`config.mk`:
```
export PLATFORM = sky130hd
export DESIGN_NAME = alu_seq
export DESIGN_NICKNAME = d
export VERILOG_FILES = /design/src/rtl/alu_seq.sv
export SDC_FILE = /design/constraint.sdc
export NUM_CORES = 1
export LEC_CHECK = 0
export CORE_UTILIZATION = 25
export DETAILED_ROUTE_END_ITERATION = 6
export GPL_ROUTABILITY_DRIVEN = 0
export RECOVER_POWER = 100
export SYNTH_ARGS = -nofsm -noshare
export SYNTH_HDL_FRONTEND = slang
export SYNTH_SLANG_ARGS = --single-unit
```
`constraint.sdc`:
```
create_clock -name clk -period 4.67 [get_ports clk]
set_clock_uncertainty 0.1 [all_clocks]
set_input_delay 0.7005 -clock clk [delete_from_list [all_inputs] [get_ports clk]]
set_output_delay 0.7005 -clock clk [all_outputs]
set_load 0.01 [all_outputs]
```
`src/rtl/alu_seq.sv`:
```
// Registered execute-stage ALU with valid/ready handshake.
// Single-cycle ops answer in one cycle; MUL/DIV iterate one bit per cycle.
module alu_seq #(
  parameter int WIDTH = 32,
  parameter int SHW   = $clog2(WIDTH)
) (
  input  logic             clk,
  input  logic             rst_n,
  input  logic             in_valid,
  output logic             in_ready,
  input  logic [3:0]       ALUControl,
  input  logic [WIDTH-1:0] srcA,
  input  logic [WIDTH-1:0] srcB,
  output logic             out_valid,
  output logic [WIDTH-1:0] res,
  output logic [WIDTH-1:0] res_hi,
  output logic             zero,
  output logic             carry,
  output logic             overflow,
  output logic             div_zero
);

  localparam int CW = $clog2(WIDTH) + 1;
  localparam logic [CW-1:0] CNT_LAST = CW'(WIDTH - 1);

  localparam logic [3:0] OP_ADD  = 4'b0000;
  localparam logic [3:0] OP_SUB  = 4'b0001;
  localparam logic [3:0] OP_AND  = 4'b0010;
  localparam logic [3:0] OP_OR   = 4'b0011;
  localparam logic [3:0] OP_XOR  = 4'b0100;
  localparam logic [3:0] OP_NOR  = 4'b0101;
  localparam logic [3:0] OP_SLT  = 4'b0110;
  localparam logic [3:0] OP_SLTU = 4'b0111;
  localparam logic [3:0] OP_SLL  = 4'b1000;
  localparam logic [3:0] OP_SRL  = 4'b1001;
  localparam logic [3:0] OP_SRA  = 4'b1010;
  localparam logic [3:0] OP_MUL  = 4'b1100;
  localparam logic [3:0] OP_DIV  = 4'b1101;

  typedef enum logic [1:0] {
    S_IDLE = 2'b00,
    S_MUL  = 2'b01,
    S_DIV  = 2'b10
  } state_t;

  state_t           r_state;
  state_t           w_state_nxt;
  logic [CW-1:0]    r_cnt;
  logic [WIDTH-1:0] r_hi;
  logic [WIDTH-1:0] r_lo;
  logic [WIDTH-1:0] r_b;
  logic             r_valid;
  logic [WIDTH-1:0] r_res;
  logic [WIDTH-1:0] r_res_hi;
  logic             r_zero;
  logic             r_carry;
  logic             r_ovf;
  logic             r_dz;

  logic             w_accept;
  logic             w_last;
  logic             w_mc_start;
  logic             w_is_mul;
  logic [WIDTH:0]   w_sum;
  logic [WIDTH:0]   w_sub;
  logic [WIDTH-1:0] w_sc_res;
  logic [WIDTH-1:0] w_sc_hi;
  logic             w_sc_carry;
  logic             w_sc_ovf;
  logic             w_sc_dz;
  logic [WIDTH:0]   w_mul_sum;
  logic [WIDTH:0]   w_div_shift;
  logic             w_div_ge;
  logic [WIDTH-1:0] w_div_sub;
  logic [WIDTH-1:0] w_iter_hi;
  logic [WIDTH-1:0] w_iter_lo;

  assign in_ready  = (r_state == S_IDLE);
  assign w_accept  = in_valid && (r_state == S_IDLE);
  assign w_last    = (r_cnt == CNT_LAST);
  assign w_is_mul  = (ALUControl == OP_MUL);
  // Division by zero is resolved immediately, so it never enters the iterative path.
  assign w_mc_start = w_accept &&
                      (w_is_mul || ((ALUControl == OP_DIV) && (srcB != {WIDTH{1'b0}})));

  assign w_sum = {1'b0, srcA} + {1'b0, srcB};
  assign w_sub = {1'b0, srcA} - {1'b0, srcB};

  assign w_mul_sum   = {1'b0, r_hi} + (r_lo[0] ? {1'b0, r_b} : {(WIDTH+1){1'b0}});
  assign w_div_shift = {r_hi, r_lo[WIDTH-1]};
  assign w_div_ge    = (w_div_shift >= {1'b0, r_b});
  assign w_div_sub   = w_div_shift[WIDTH-1:0] - r_b;

  // State register
  always_ff @(posedge clk or negedge rst_n) begin
    if (!rst_n) begin
      r_state <= S_IDLE;
    end else begin
      r_state <= w_state_nxt;
    end
  end

  // Next-state logic
  always_comb begin
    w_state_nxt = r_state;
    case (r_state)
      S_IDLE: begin
        if (w_mc_start) begin
          w_state_nxt = w_is_mul ? S_MUL : S_DIV;
        end else begin
          w_state_nxt = S_IDLE;
        end
      end
      S_MUL, S_DIV: begin
        if (w_last) begin
          w_state_nxt = S_IDLE;
        end else begin
          w_state_nxt = r_state;
        end
      end
      default: w_state_nxt = S_IDLE;
    endcase
  end

  // Single-cycle result and flags, computed from the operands being accepted
  always_comb begin
    w_sc_res   = srcA;
    w_sc_hi    = {WIDTH{1'b0}};
    w_sc_carry = 1'b0;
    w_sc_ovf   = 1'b0;
    w_sc_dz    = 1'b0;
    case (ALUControl)
      OP_ADD: begin
        w_sc_res   = w_sum[WIDTH-1:0];
        w_sc_carry = w_sum[WIDTH];
        w_sc_ovf   = (srcA[WIDTH-1] == srcB[WIDTH-1]) && (w_sum[WIDTH-1] != srcA[WIDTH-1]);
      end
      OP_SUB: begin
        w_sc_res   = w_sub[WIDTH-1:0];
        w_sc_carry = ~w_sub[WIDTH];
        w_sc_ovf   = (srcA[WIDTH-1] != srcB[WIDTH-1]) && (w_sub[WIDTH-1] != srcA[WIDTH-1]);
      end
      OP_AND:  w_sc_res = srcA & srcB;
      OP_OR:   w_sc_res = srcA | srcB;
      OP_XOR:  w_sc_res = srcA ^ srcB;
      OP_NOR:  w_sc_res = ~(srcA | srcB);
      OP_SLT:  w_sc_res = {{(WIDTH-1){1'b0}}, ($signed(srcA) < $signed(srcB))};
      OP_SLTU: w_sc_res = {{(WIDTH-1){1'b0}}, (srcA < srcB)};
      OP_SLL:  w_sc_res = srcA << srcB[SHW-1:0];
      OP_SRL:  w_sc_res = srcA >> srcB[SHW-1:0];
      OP_SRA:  w_sc_res = $unsigned($signed(srcA) >>> srcB[SHW-1:0]);
      OP_DIV: begin
        w_sc_res = {WIDTH{1'b1}};
        w_sc_hi  = srcA;
        w_sc_dz  = 1'b1;
      end
      default: w_sc_res = srcA;
    endcase
  end

  // One multiply (shift-add) or divide (restoring) step on the working registers
  always_comb begin
    w_iter_hi = r_hi;
    w_iter_lo = r_lo;
    if (r_state == S_MUL) begin
      w_iter_hi = w_mul_sum[WIDTH:1];
      w_iter_lo = {w_mul_sum[0], r_lo[WIDTH-1:1]};
    end else if (r_state == S_DIV) begin
      w_iter_hi = w_div_ge ? w_div_sub : w_div_shift[WIDTH-1:0];
      w_iter_lo = {r_lo[WIDTH-2:0], w_div_ge};
    end else begin
      w_iter_hi = r_hi;
      w_iter_lo = r_lo;
    end
  end

  // Datapath: working registers stay internal; outputs change only with out_valid
  always_ff @(posedge clk or negedge rst_n) begin
    if (!rst_n) begin
      r_cnt    <= {CW{1'b0}};
      r_hi     <= {WIDTH{1'b0}};
      r_lo     <= {WIDTH{1'b0}};
      r_b      <= {WIDTH{1'b0}};
      r_valid  <= 1'b0;
      r_res    <= {WIDTH{1'b0}};
      r_res_hi <= {WIDTH{1'b0}};
      r_zero   <= 1'b0;
      r_carry  <= 1'b0;
      r_ovf    <= 1'b0;
      r_dz     <= 1'b0;
    end else begin
      r_valid <= 1'b0;
      case (r_state)
        S_IDLE: begin
          if (w_mc_start) begin
            r_cnt <= {CW{1'b0}};
            r_hi  <= {WIDTH{1'b0}};
            r_lo  <= w_is_mul ? srcB : srcA;
            r_b   <= w_is_mul ? srcA : srcB;
          end else if (w_accept) begin
            r_res    <= w_sc_res;
            r_res_hi <= w_sc_hi;
            r_zero   <= (w_sc_res == {WIDTH{1'b0}});
            r_carry  <= w_sc_carry;
            r_ovf    <= w_sc_ovf;
            r_dz     <= w_sc_dz;
            r_valid  <= 1'b1;
          end
        end
        S_MUL, S_DIV: begin
          r_hi <= w_iter_hi;
          r_lo <= w_iter_lo;
          if (w_last) begin
            r_cnt    <= {CW{1'b0}};
            r_res    <= w_iter_lo;
            r_res_hi <= w_iter_hi;
            r_zero   <= (w_iter_lo == {WIDTH{1'b0}});
            r_carry  <= 1'b0;
            r_ovf    <= 1'b0;
            r_dz     <= 1'b0;
            r_valid  <= 1'b1;
          end else begin
            r_cnt <= r_cnt + {{(CW-1){1'b0}}, 1'b1};
          end
        end
        default: r_valid <= 1'b0;
      endcase
    end
  end

  assign out_valid = r_valid;
  assign res       = r_res;
  assign res_hi    = r_res_hi;
  assign zero      = r_zero;
  assign carry     = r_carry;
  assign overflow  = r_ovf;
  assign div_zero  = r_dz;

endmodule

```
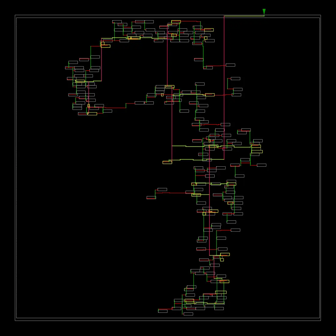
(run_1/clock_nets.png)
worst-skew pair later-pin latency: 0.50 ns
clkbuf count: 21
TritonCTS Sinks: 173
Flops: 173
Power Clock: 0.00149 W

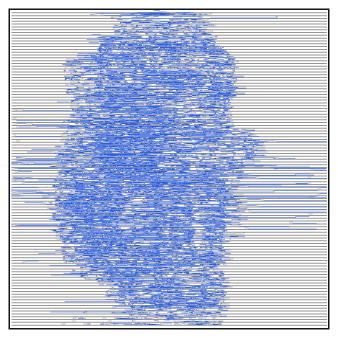
(run_1/m1.png)
Supply wires on this layer in grey. Cells faint in the background.
3502 nets have wire on it. The layer holds 40% of the routed length. The wires run mostly horizontal.

==> results.txt, run 1 <==
fresh numbers from the pnr run: R2R Path Start r_lo[0], CP endpoint kind flop, M2 GR Usage 34.5%, Yosys chip area 23300 sq um, multi-input gates 2635, Overall Power 0.00768 W, Final #Nets 3778, Logic cell area 17500 sq um, Synth cell types 96, crit path cell chain clkdlybuf4s50_1 -> inv_1 -> ha_1 -> nor2_1 -> o21ai_1 -> nand3b_1 -> a311oi_1 -> buf_4 -> nor2_1 -> o41ai_2 -> o41ai_2 -> a221o_1 -> o21ai_1 -> nor2_1 -> or4_1 -> o211ai_2, Layout Cells excl Fill 4784, commonest cells in the netlist nand2_1, a21oi_1, nor2_1, Crit path buffers/inverters 3, Worst path depth 16, Min Hold Slack 0.365 ns, FMAX 0.219 GHz, Internal 0.00430 W, # IOs 141, synthesized net count 3455, leading area contributor after synthesis dfrtp_1, vias in the first global route 25.3k, reg-to-reg slack, setup 0.28 ns, register area 4330 sq um, # DRC 0, drt wl/cell 23.8 um, Yosys warnings 0, hold depth 2, final WL 114 mm, Slew HR -85.3%, Largest Pwr Group combinational logic, post-route ant nets 0, most frequent logic cell in the layout nand2_1, leakage 12.6 nW, worst hold start res[16], Vias/cell 5.73, RSZ-0062 raised after global routing false, final hold viol count 0, count leader, synth nand2_1, Worst Max-Slew Pin Slew 2.78 ns, WL met3 13.2 mm, Clock Pin Slew Worst Setup and Hold Paths 0.08 ns, share of cells above drive strength 1 16.4%, CP most frequent cell nor2_1, Synth Cell Area 23300 sq um, Simple-Gate Area Share 20.3%, setup violators final 0, final global-route overflow total 0, initial DRC count 3994, clock share of power 19.4%, hold_buf cts 0, crit path from srcA[4], FP Core Util 25.3%, mux share 10.8%, met1 Resource Use GR 30.0%, # Taps 1243, fill cell count 10.0k, Chip Area 94500 sq um, Switching Share 43.9%, aoi share 31.1%, CTS H-tree depth 4, Top class by area logic gates, most frequent cells in the layout nand2_1, buf_4, a21oi_1, ys cells 3204, async set-or-reset flop fraction in the synthesized netlist 100%, Worst Path Required 5.00 ns, part of the Yosys area used for sequential elements 18.6%, xor/xnor share 2.67%, Hold Path Class reg -> reg, maximum vdd ir drop 0.000317 V, tool warnings 107, fin crit period 4.56 ns, Reg power frac 26.8%, combinational group power 0.00413 W, Worst Path Arrival 4.90 ns, Crit Path Category in -> reg, slowest cell on the critical path clkdlybuf4s50_1, CP Max Fanout 6, worst setup path end zero, Pins Over Slew Limit 105, status complete, but fails checks, share of the synthesized area in the top cell type 18.6%, Synth Area in Adders 9.79%, failing checks capacitance limit, slew limit, ant diodes 3, CTS Buffer Depth 2, CTS buffer count 17, Die Ht 307 um, initial antenna violation count 8, HPWL Detailed 89.9 mm, Synth logic family AND-OR/OR-AND gates, Seq area share 14.8%, Seq power 0.00206 W, Gate Count Post-Synth 3204, Area Overhead vs Synth 25.3%, power per cell area 263 nW/um^2, Comb power frac 53.8%, final core utilization 31.7%, row count 111, non-clock inverter count in the final layout 148, CTS resizes 0, slowest stage delay, CP 0.73 ns, fin crit share 97.7%, global-route wire length before repair 168 mm, CTS tree yes, clock root buffer clkbuf_16, Metal-1 WL 45.1 mm, Top Metal Used met5, hold endpoint res[16], Psw 0.00337 W, dpl cells 4751, Worst path top cell family by delay AND-OR/OR-AND gates, WL met2 46.8 mm, die width 307 um, met3 Use GR 7.42%, R2R depth 16, core area 92100 sq um, max_cap viols 1, largest net degree at the start of global routing 106, bufs w/o clock 552, Total Routing Usage GR 23.7%, port bufs 140, DR vias 27.4k
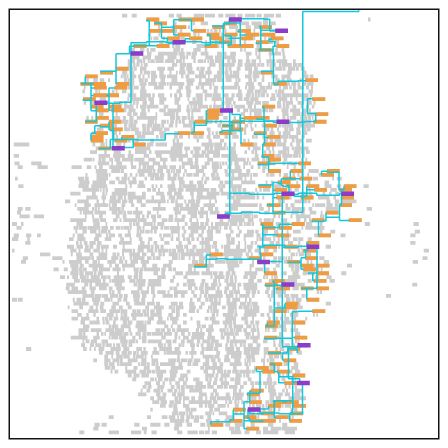
(run_1/clock_wires.png)
Key: clock-net drivers = purple [count 17]; flip-flops = orange [count 173]; clock wires = cyan [length 2840 um]
There are 18 routed clock nets.

run 1: flip-flops by register name, summed over array words and instances, names as in the netlist:
name,cells
carry,1
div_zero,1
out_valid,1
overflow,1
r_b,32
r_cnt,6
r_hi,32
r_lo,32
r_state,2
res,32
res_hi,32
zero,1
run 1: stage by stage:
stage	setup WS, ns	setup TNS (ns)	instance area, sq um
after detailed placement	-0.484	-3.69	28700
after CTS	0.0508	0	29300
after global placement	-0.380	-2.52	28700
after global routing	0.00581	0	29200
after floorplan	0.0767	0	23300
final	0.106	0	29200
==> inputs of run 2 (changes only) <==
- CTS_BUF_LIST: not set -> sky130_fd_sc_hd__clkbuf_4 sky130_fd_sc_hd__clkbuf_8 sky130_fd_sc_hd__clkbuf_16
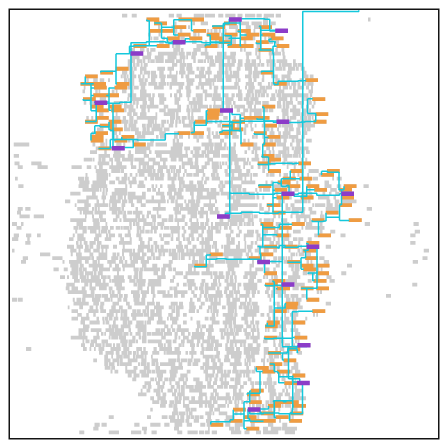
(run_2/clock_wires.png)
Key: clock-net drivers = purple [count 17]; flip-flops = orange [count 173]; clock wires = cyan [length 2850 um]
There are 18 routed clock nets.

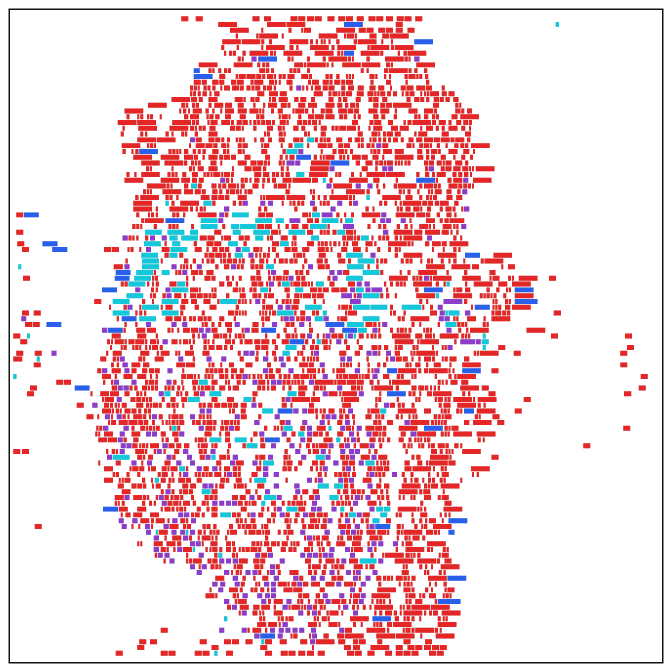
(run_2/sizing.png)
Key: x1 and smaller = red [cells 2958, share 84%]; x3 and x4 = purple [cells 392, share 11%]; x6 and larger = blue [cells 45, share 1.3%]; x2 = cyan [cells 143, share 4.0%]

==> run 2 against run 1 <==
The flow finishes with violations (DRC, capacitance limit, slew limit). Design area barely moved. Final cell count did not move. Area after synthesis did not move. Setup slack got worse by 0.019 ns. Fmax fell by 0.42%. Clock power barely moved. Core utilization barely moved. Hold slack barely moved. Critical path type unchanged. Critical endpoint unchanged. Largest cell class unchanged.
==> results.txt, run 2 <==
fresh numbers from the pnr run: register area 4330 sq um (unchanged), hold endpoint res[16] (unchanged), main area contributors dfrtp_1, ha_1, a21oi_1 (unchanged), RSZ-0062 raised after global routing false (unchanged), Final #Nets 3778 (unchanged), final WL 114 mm (about the same), Worst Path Required 5.00 ns (about the same), Die Ht 307 um (unchanged), crit path cell chain clkdlybuf4s50_1 -> inv_1 -> ha_1 -> nor2_1 -> o21ai_1 -> nand3b_1 -> a311oi_1 -> buf_4 -> nor2_1 -> o41ai_2 -> o41ai_2 -> a221o_1 -> o21ai_1 -> nor2_1 -> or4_1 -> o211ai_2 (unchanged), CTS resizes 0 (unchanged), R2R depth 16 (unchanged), bufs w/o clock 552 (unchanged), Clock Pin Slew Worst Setup and Hold Paths 0.08 ns (about the same), most frequent logic cell in the layout nand2_1 (unchanged), Pins Over Slew Limit 105 (unchanged), vias in the first global route 25.3k (unchanged), failing checks DRC, capacitance limit, slew limit (was capacitance limit, slew limit), Reg power frac 26.8% (about the same), CP endpoint kind flop (unchanged), fin crit share 98.1% (was 97.7%), combinational share of cell area 59.9% (about the same), initial DRC count 3994 (unchanged), Synth Cell Area 23300 sq um (unchanged), Top class by area logic gates (unchanged), non-clock inverter count in the final layout 148 (unchanged), Area Overhead vs Synth 25.3% (about the same), Worst Path Arrival 4.92 ns (was 4.90 ns), worst-skew pair later-pin latency 0.50 ns (about the same), Post-CTS Setup Bufs 0 (unchanged), Internal 0.00431 W (was 0.00430 W), # IOs 141 (unchanged), hold depth 2 (unchanged), Worst path depth 16 (unchanged), Min Hold Slack 0.365 ns (about the same), Crit Path Category in -> reg (unchanged), Initial DRT Pass Iterations 7 (was 6), Vias/cell 5.74 (was 5.73), leakage 12.6 nW (about the same), ant diodes 3 (unchanged), Yosys reg bits 173 (unchanged), CTS Buffer Depth 2 (unchanged), Yosys warnings 0 (unchanged), async set-or-reset flop fraction in the synthesized netlist 100% (unchanged), fill cell count 9998 (was 10.0k), Switching Share 43.9% (about the same), HPWL Detailed 89.9 mm (unchanged), count leader, synth nand2_1 (unchanged), Mapped Avg Cell Area 7.28 sq um (unchanged), Clock Network Area Fraction 2.00% (was 1.99%), Layout Cells excl Fill 4784 (unchanged), slowest stage delay, CP 0.74 ns (was 0.73 ns), maximum vdd ir drop 0.000317 V (about the same), DR vias 27.4k (about the same), combinational group power 0.00413 W (about the same), Flops 173 (unchanged), drt wl/cell 23.7 um (was 23.8 um), worst hold start res[16] (unchanged), multi-input gates 2635 (unchanged), reg-to-reg slack, setup 0.28 ns (about the same), port bufs 140 (unchanged), die width 307 um (unchanged), largest net degree at the start of global routing 106 (unchanged), tool warnings 107 (unchanged), CTS buffer count 17 (unchanged), global-route wire length before repair 168 mm (unchanged), Post-synth EDFFs 0 (unchanged), Place WS -0.484 ns (unchanged), CP most frequent cell nor2_1 (unchanged), Synth cell types 96 (unchanged), final global-route overflow total 0 (unchanged), most frequent cells in the layout nand2_1, buf_4, a21oi_1 (unchanged), Seq area share 14.8% (about the same), TritonCTS Sinks 173 (unchanged), R2R Path Start r_lo[0] (unchanged), dpl cells 4751 (unchanged), fin crit period 4.58 ns (was 4.56 ns), Overall Power 0.00768 W (about the same), clock share of power 19.5% (was 19.4%), part of the Yosys area used for sequential elements 18.6% (unchanged), Worst Max-Slew Pin Slew 2.78 ns (about the same), ys cells 3204 (unchanged), worst setup path end zero (unchanged), Seq power 0.00206 W (about the same), Psw 0.00337 W (about the same), post-route ant nets 0 (unchanged), row count 111 (unchanged), Total Routing Usage GR 23.7% (unchanged), setup violators final 0 (unchanged), Largest Pwr Group combinational logic (unchanged), max_cap viols 1 (unchanged), Critical R2R Capture res_hi[30] (unchanged), FP Core Util 25.3% (unchanged), Slew HR -85.4% (was -85.3%), # Taps 1243 (unchanged), commonest cells in the netlist nand2_1, a21oi_1, nor2_1 (unchanged), hold_buf cts 0 (unchanged), initial antenna violation count 8 (unchanged), signal buffers share of area 16.0% (about the same), share of cells above drive strength 1 16.4% (about the same), Commonest flop dfrtp_1 (unchanged), leading area contributor after synthesis dfrtp_1 (unchanged), crit path from srcA[4] (unchanged), FMAX 0.218 GHz (was 0.219 GHz), Comb power frac 53.7% (was 53.8%), Crit path buffers/inverters 3 (unchanged), final hold viol count 0 (unchanged), clkbuf count 21 (unchanged), Power Clock 0.00150 W (was 0.00149 W), CTS tree yes (unchanged), # DRC 4 (was 0), Yosys chip area 23300 sq um (unchanged), final worst slack 0.0865 ns (was 0.106 ns), Gate Count Post-Synth 3204 (unchanged), share of the synthesized area in the top cell type 18.6% (unchanged), Worst path top cell family by delay AND-OR/OR-AND gates (unchanged), status complete, but fails checks (unchanged), Startpoint Class input port (unchanged), CTS H-tree depth 4 (unchanged), slowest cell on the critical path clkdlybuf4s50_1 (unchanged), Logic cell area 17500 sq um (unchanged), final core utilization 31.7% (about the same), power per cell area 263 nW/um^2 (about the same), CP Max Fanout 6 (unchanged), Chip Area 94500 sq um (unchanged), clock root buffer clkbuf_16 (unchanged), synthesized net count 3455 (unchanged), Hold Path Class reg -> reg (unchanged), core area 92100 sq um (unchanged)
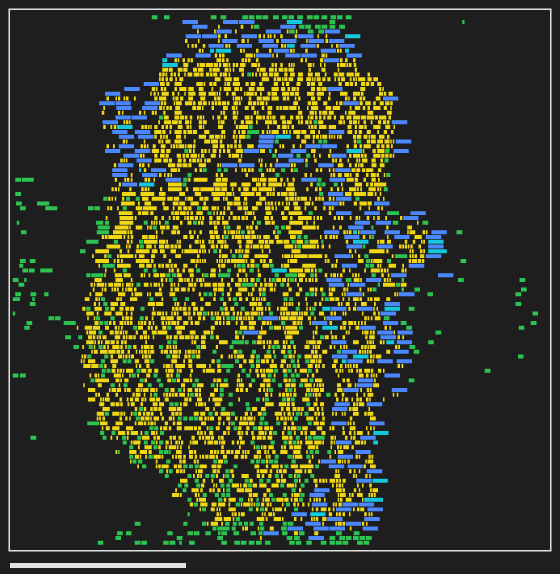
(run_2/class_map.png)
Scale bar: 100 um.
Key: remaining buffers and delay cells = green [cells 552, share of their area 17%]; registers = blue [cells 173, share of their area 16%]; remaining logic cells = yellow [cells 2783, share of their area 65%]; clock drivers and dummy loads = cyan [cells 30, share of their area 2.1%]

run 2: routing by layer:
| layer | part of all wire, % | global-route usage, % |
|---|---|---|
| met1 | 40 | 30.0 |
| met2 | 41 | 34.5 |
| met3 | 12 | 7.42 |
| met4 | 7.6 | 15.2 |
| met5 | 0.055 | 0 |
run 2: cells by family after synthesis:
group                      count (synthesis)  synth area share (%)
xor gates and xnor gates                  71                  2.67
and+or+nand+nor                         1057                  20.3
buffers and inverters                    396                  6.84
DFF                                      173                  18.6
AOI/OAI and AO/OA                       1137                  31.1
muxes                                    190                  10.8
adders and majority gates                180                  9.79
run 2: stage by stage:
step                      instance area [sq um]  setup TNS [ns]
after detailed placement                  28700           -3.69
after CTS                                 29300               0
after global placement                    28700           -2.52
after global routing                      29200               0
final                                     29200               0
after floorplan                           23300               0
Power and IR drop assume default switching activity.
